$ cat src/rtl/hs32_decode_pkg.sv
// Shared definitions for the HS32 decode stage: instruction classes, control-word
// bit positions and the pure combinational instruction decoder.
package hs32_decode_pkg;

    typedef enum logic [1:0] {
        CLS_ALU_REG = 2'b00,
        CLS_ALU_IMM = 2'b01,
        CLS_MEM     = 2'b10,
        CLS_BRANCH  = 2'b11
    } insn_class_e;

    localparam int CTL_REGWR   = 0;
    localparam int CTL_USEIMM  = 1;
    localparam int CTL_LOAD    = 2;
    localparam int CTL_STORE   = 3;
    localparam int CTL_BRANCH  = 4;
    localparam int CTL_COND_LO = 5;
    localparam int CTL_COND_HI = 8;
    localparam int CTL_ILLEGAL = 9;
    localparam int CTL_BASE_W  = 10;

    // Native ISA widths; the top resizes fields to its parameters.
    typedef struct packed {
        logic [2:0]            aluop;
        logic [15:0]           imm;
        logic [3:0]            rs;
        logic [3:0]            rs2;
        logic [3:0]            rd;
        logic [CTL_BASE_W-1:0] ctl;
    } decoded_t;

    function automatic decoded_t decode(input logic [31:0] word);
        decoded_t   d;
        logic [7:0] op;
        logic       illegal;
        op      = word[31:24];
        d       = '0;
        d.rd    = word[23:20];
        d.rs    = word[19:16];
        d.rs2   = word[15:12];
        d.imm   = word[15:0];
        illegal = 1'b0;
        case (insn_class_e'(op[7:6]))
            CLS_ALU_REG: begin
                d.aluop            = op[2:0];
                d.ctl[CTL_REGWR]   = 1'b1;
                illegal            = (op[5:3] != 3'b000);
            end
            CLS_ALU_IMM: begin
                d.aluop            = op[2:0];
                d.ctl[CTL_REGWR]   = 1'b1;
                d.ctl[CTL_USEIMM]  = 1'b1;
                illegal            = (op[5:3] != 3'b000);
            end
            CLS_MEM: begin
                d.ctl[CTL_USEIMM]  = 1'b1;
                d.ctl[CTL_STORE]   = op[5];
                d.ctl[CTL_LOAD]    = ~op[5];
                d.ctl[CTL_REGWR]   = ~op[5];
                illegal            = (op[4:0] != 5'b00000);
            end
            default: begin
                d.ctl[CTL_BRANCH]  = 1'b1;
                d.ctl[CTL_USEIMM]  = 1'b1;
                d.ctl[CTL_COND_HI:CTL_COND_LO] = op[5:2];
            end
        endcase
        // Illegal words still travel down the pipe so execute can trap on them.
        if (illegal) begin
            d.aluop            = '0;
            d.ctl              = '0;
            d.ctl[CTL_ILLEGAL] = 1'b1;
        end
        return d;
    endfunction

endpackage

$ cat src/rtl/hs32_sfifo.sv
// Synchronous FIFO with occupancy count, flush, and zero read-out while empty.
module hs32_sfifo #(
    parameter int WIDTH = 8,
    parameter int DEPTH = 2
) (
    input  logic             clk,
    input  logic             reset,
    input  logic             flush,
    input  logic             push,
    input  logic [WIDTH-1:0] wr_data,
    input  logic             pop,
    output logic [WIDTH-1:0] rd_data,
    output logic             full,
    output logic             empty
);
    localparam int PTR_W = $clog2(DEPTH);
    localparam int CNT_W = $clog2(DEPTH + 1);

    logic [WIDTH-1:0] mem [DEPTH];
    logic [PTR_W-1:0] wr_ptr;
    logic [PTR_W-1:0] rd_ptr;
    logic [CNT_W-1:0] count;
    logic             do_push;
    logic             do_pop;

    assign full    = (count == CNT_W'(DEPTH));
    assign empty   = (count == '0);
    assign do_push = push && !full;
    assign do_pop  = pop && !empty;

    // NOTE: storage has no reset; count gates every read, so stale words are never visible.
    always_ff @(posedge clk) begin
        if (do_push) mem[wr_ptr] <= wr_data;
    end

    // NOTE: non-blocking assignments keep every register update based on pre-edge values.
    always_ff @(posedge clk) begin
        if (reset || flush) begin
            wr_ptr <= '0;
            rd_ptr <= '0;
            count  <= '0;
        end else begin
            // DEPTH is a power of two, so pointer overflow is the modulo wrap.
            if (do_push) wr_ptr <= wr_ptr + PTR_W'(1);
            if (do_pop)  rd_ptr <= rd_ptr + PTR_W'(1);
            count <= count + CNT_W'(do_push) - CNT_W'(do_pop);
        end
    end

    assign rd_data = empty ? '0 : mem[rd_ptr];

endmodule

$ cat src/rtl/hs32_decode_q.sv
// HS32 decode stage: decodes fetched words and queues them for execute.
module hs32_decode_q
    import hs32_decode_pkg::*;
#(
    parameter int DEPTH  = 2,
    parameter int IMM_W  = 16,
    parameter int REG_AW = 4,
    parameter int CTL_W  = 16
) (
    input  logic              clk,
    input  logic              reset,
    input  logic [31:0]       instd,
    output logic              reqd,
    input  logic              ackd,
    input  logic              flush,
    output logic [2:0]        aluop,
    output logic [IMM_W-1:0]  imm,
    output logic [REG_AW-1:0] regsrc,
    output logic [REG_AW-1:0] regsrc2,
    output logic [REG_AW-1:0] regdst,
    output logic [CTL_W-1:0]  ctlsig,
    output logic              vald,
    input  logic              rdye
);
    typedef struct packed {
        logic [2:0]        aluop;
        logic [IMM_W-1:0]  imm;
        logic [REG_AW-1:0] rs;
        logic [REG_AW-1:0] rs2;
        logic [REG_AW-1:0] rd;
        logic [CTL_W-1:0]  ctl;
    } entry_t;

    decoded_t dec;
    entry_t   in_entry;
    entry_t   head_entry;
    logic     full;
    logic     empty;

    assign dec = decode(instd);

    always_comb begin
        in_entry       = '0;
        in_entry.aluop = dec.aluop;
        in_entry.imm   = IMM_W'($signed(dec.imm));
        in_entry.rs    = REG_AW'(dec.rs);
        in_entry.rs2   = REG_AW'(dec.rs2);
        in_entry.rd    = REG_AW'(dec.rd);
        in_entry.ctl   = CTL_W'(dec.ctl);
    end

    // Handshake depends only on registered occupancy, never on ackd or rdye.
    assign reqd = !reset && !full;

    hs32_sfifo #(
        .WIDTH($bits(entry_t)),
        .DEPTH(DEPTH)
    ) u_fifo (
        .clk     (clk),
        .reset   (reset),
        .flush   (flush),
        .push    (reqd && ackd),
        .wr_data (in_entry),
        .pop     (rdye),
        .rd_data (head_entry),
        .full    (full),
        .empty   (empty)
    );

    assign vald    = !empty;
    assign aluop   = head_entry.aluop;
    assign imm     = head_entry.imm;
    assign regsrc  = head_entry.rs;
    assign regsrc2 = head_entry.rs2;
    assign regdst  = head_entry.rd;
    assign ctlsig  = head_entry.ctl;

endmodule

$ cat config.mk
export PLATFORM = sky130hd
export DESIGN_NAME = hs32_decode_q
export DESIGN_NICKNAME = d
export VERILOG_FILES = /design/src/rtl/hs32_decode_pkg.sv /design/src/rtl/hs32_sfifo.sv /design/src/rtl/hs32_decode_q.sv
export SDC_FILE = /design/constraint.sdc
export NUM_CORES = 1
export LEC_CHECK = 0
export ABC_AREA = 1
export CAP_MARGIN = 20
export CORE_UTILIZATION = 52
export CTS_CLUSTER_SIZE = 12
export DETAILED_ROUTE_END_ITERATION = 8
export PLACE_DENSITY = 0.83
export SLEW_MARGIN = 40
export SYNTH_ARGS = -nofsm -noshare
export SYNTH_HDL_FRONTEND = slang
export SYNTH_SLANG_ARGS = --single-unit
$ cat constraint.sdc
create_clock -name clk -period 6.15 [get_ports clk]
set_clock_uncertainty 0.2 [all_clocks]
set_input_delay 1.23 -clock clk [delete_from_list [all_inputs] [get_ports clk]]
set_output_delay 1.23 -clock clk [all_outputs]
set_load 0.02 [all_outputs]
==> changes_impl.md <==
## Implementation

* CP startpoint: reset
* Met1 Usage GRT at 21.8%
* FP Util at between 50% and 60%
* Status: complete, no violations
* Mux frac, synth at 0%
* Die W at around 82 um
* Tot Pwr at 1.15 mW
* WL/cell at approximately 14 um
* Initial antenna violation count at 0
* Yosys Warn Count at 0
* Worst Hold Depth at 2
* Wl on met1 at about 2.4 mm
* Skew-Pair Late Insertion Delay at 330 ps
* Power Dens Cells at roughly 260 mW/mm^2
* Critical R2R Launch: u_fifo.count[1]
* Worst setup EP type: output pin
* Gr ovfl total at 0
* CTS Buf Count at 9
* Top-area cell share at between 60% and 70%
* Share of post-route cells with drive strength above 1 at between 10% and 20%
* Post-DP HPWL at about 4.2 mm
cells in the mapped netlist, drive strengths merged:
master and instances:
edfxtp 74, buf 21, conb 1, dfxtp 5, ha 2, nand2 89, inv 19, or2 1
a21oi 39, nand4 2, nor2 25, nand3 3, o21ai 2
worst reg2reg max path: stages, from the launching register on:
cell	delay (ps)
dfxtp_1	380
nor2_4	310
buf_16	200
nor2_1	90
ha_1	290
inv_1	50
ha_1	220
or2_1	240
a21oi_1	130
nor2_1	60
cell type report:
type	instances	area [um^2]	share of cell area, %
Clock buffer	12	145	3.30
Clock inverter	4	70.1	1.59
Inverter	19	71.3	1.62
Multi-Input combinational cell	169	806	18.3
Sequential cell	79	2320	52.8
Tap cell	75	93.8	2.13
Timing Repair Buffer	84	888	20.2
registers.png
(3 px per um)
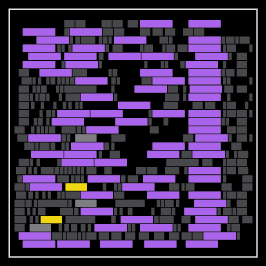
[yellow] u_fifo.count | flops: 2
[purple] u_fifo.mem | flops: 74 | where: spread over the die
not coloured: 3
fin util: 72.5%
Reg area: 0.00232 mm^2
Seq/total area: 52.8%

gate_families.png
(4 px per um)
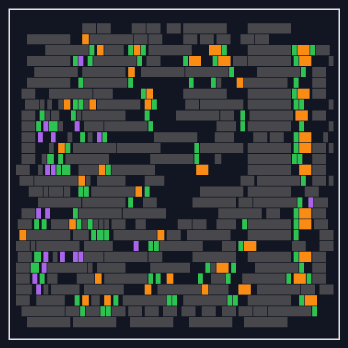
[purple] inverters | cells: 19
[orange] inverting AOI/OAI gates | cells: 41 | where: spread over the die
[green] NAND gates | cells: 94 | where: spread over the die
dominant logic cell type in the layout: nand2_1
Layout Cells excl Fill: 442

final_clocks.png
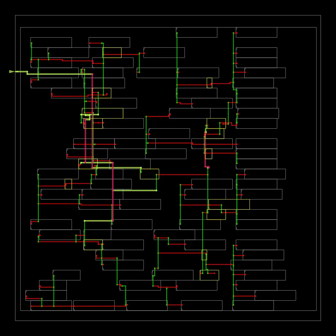
CTS sink cnt: 79
clock network power: 0.410 mW
CLK BUF: 12

Power is estimated from default activity; no workload was simulated.
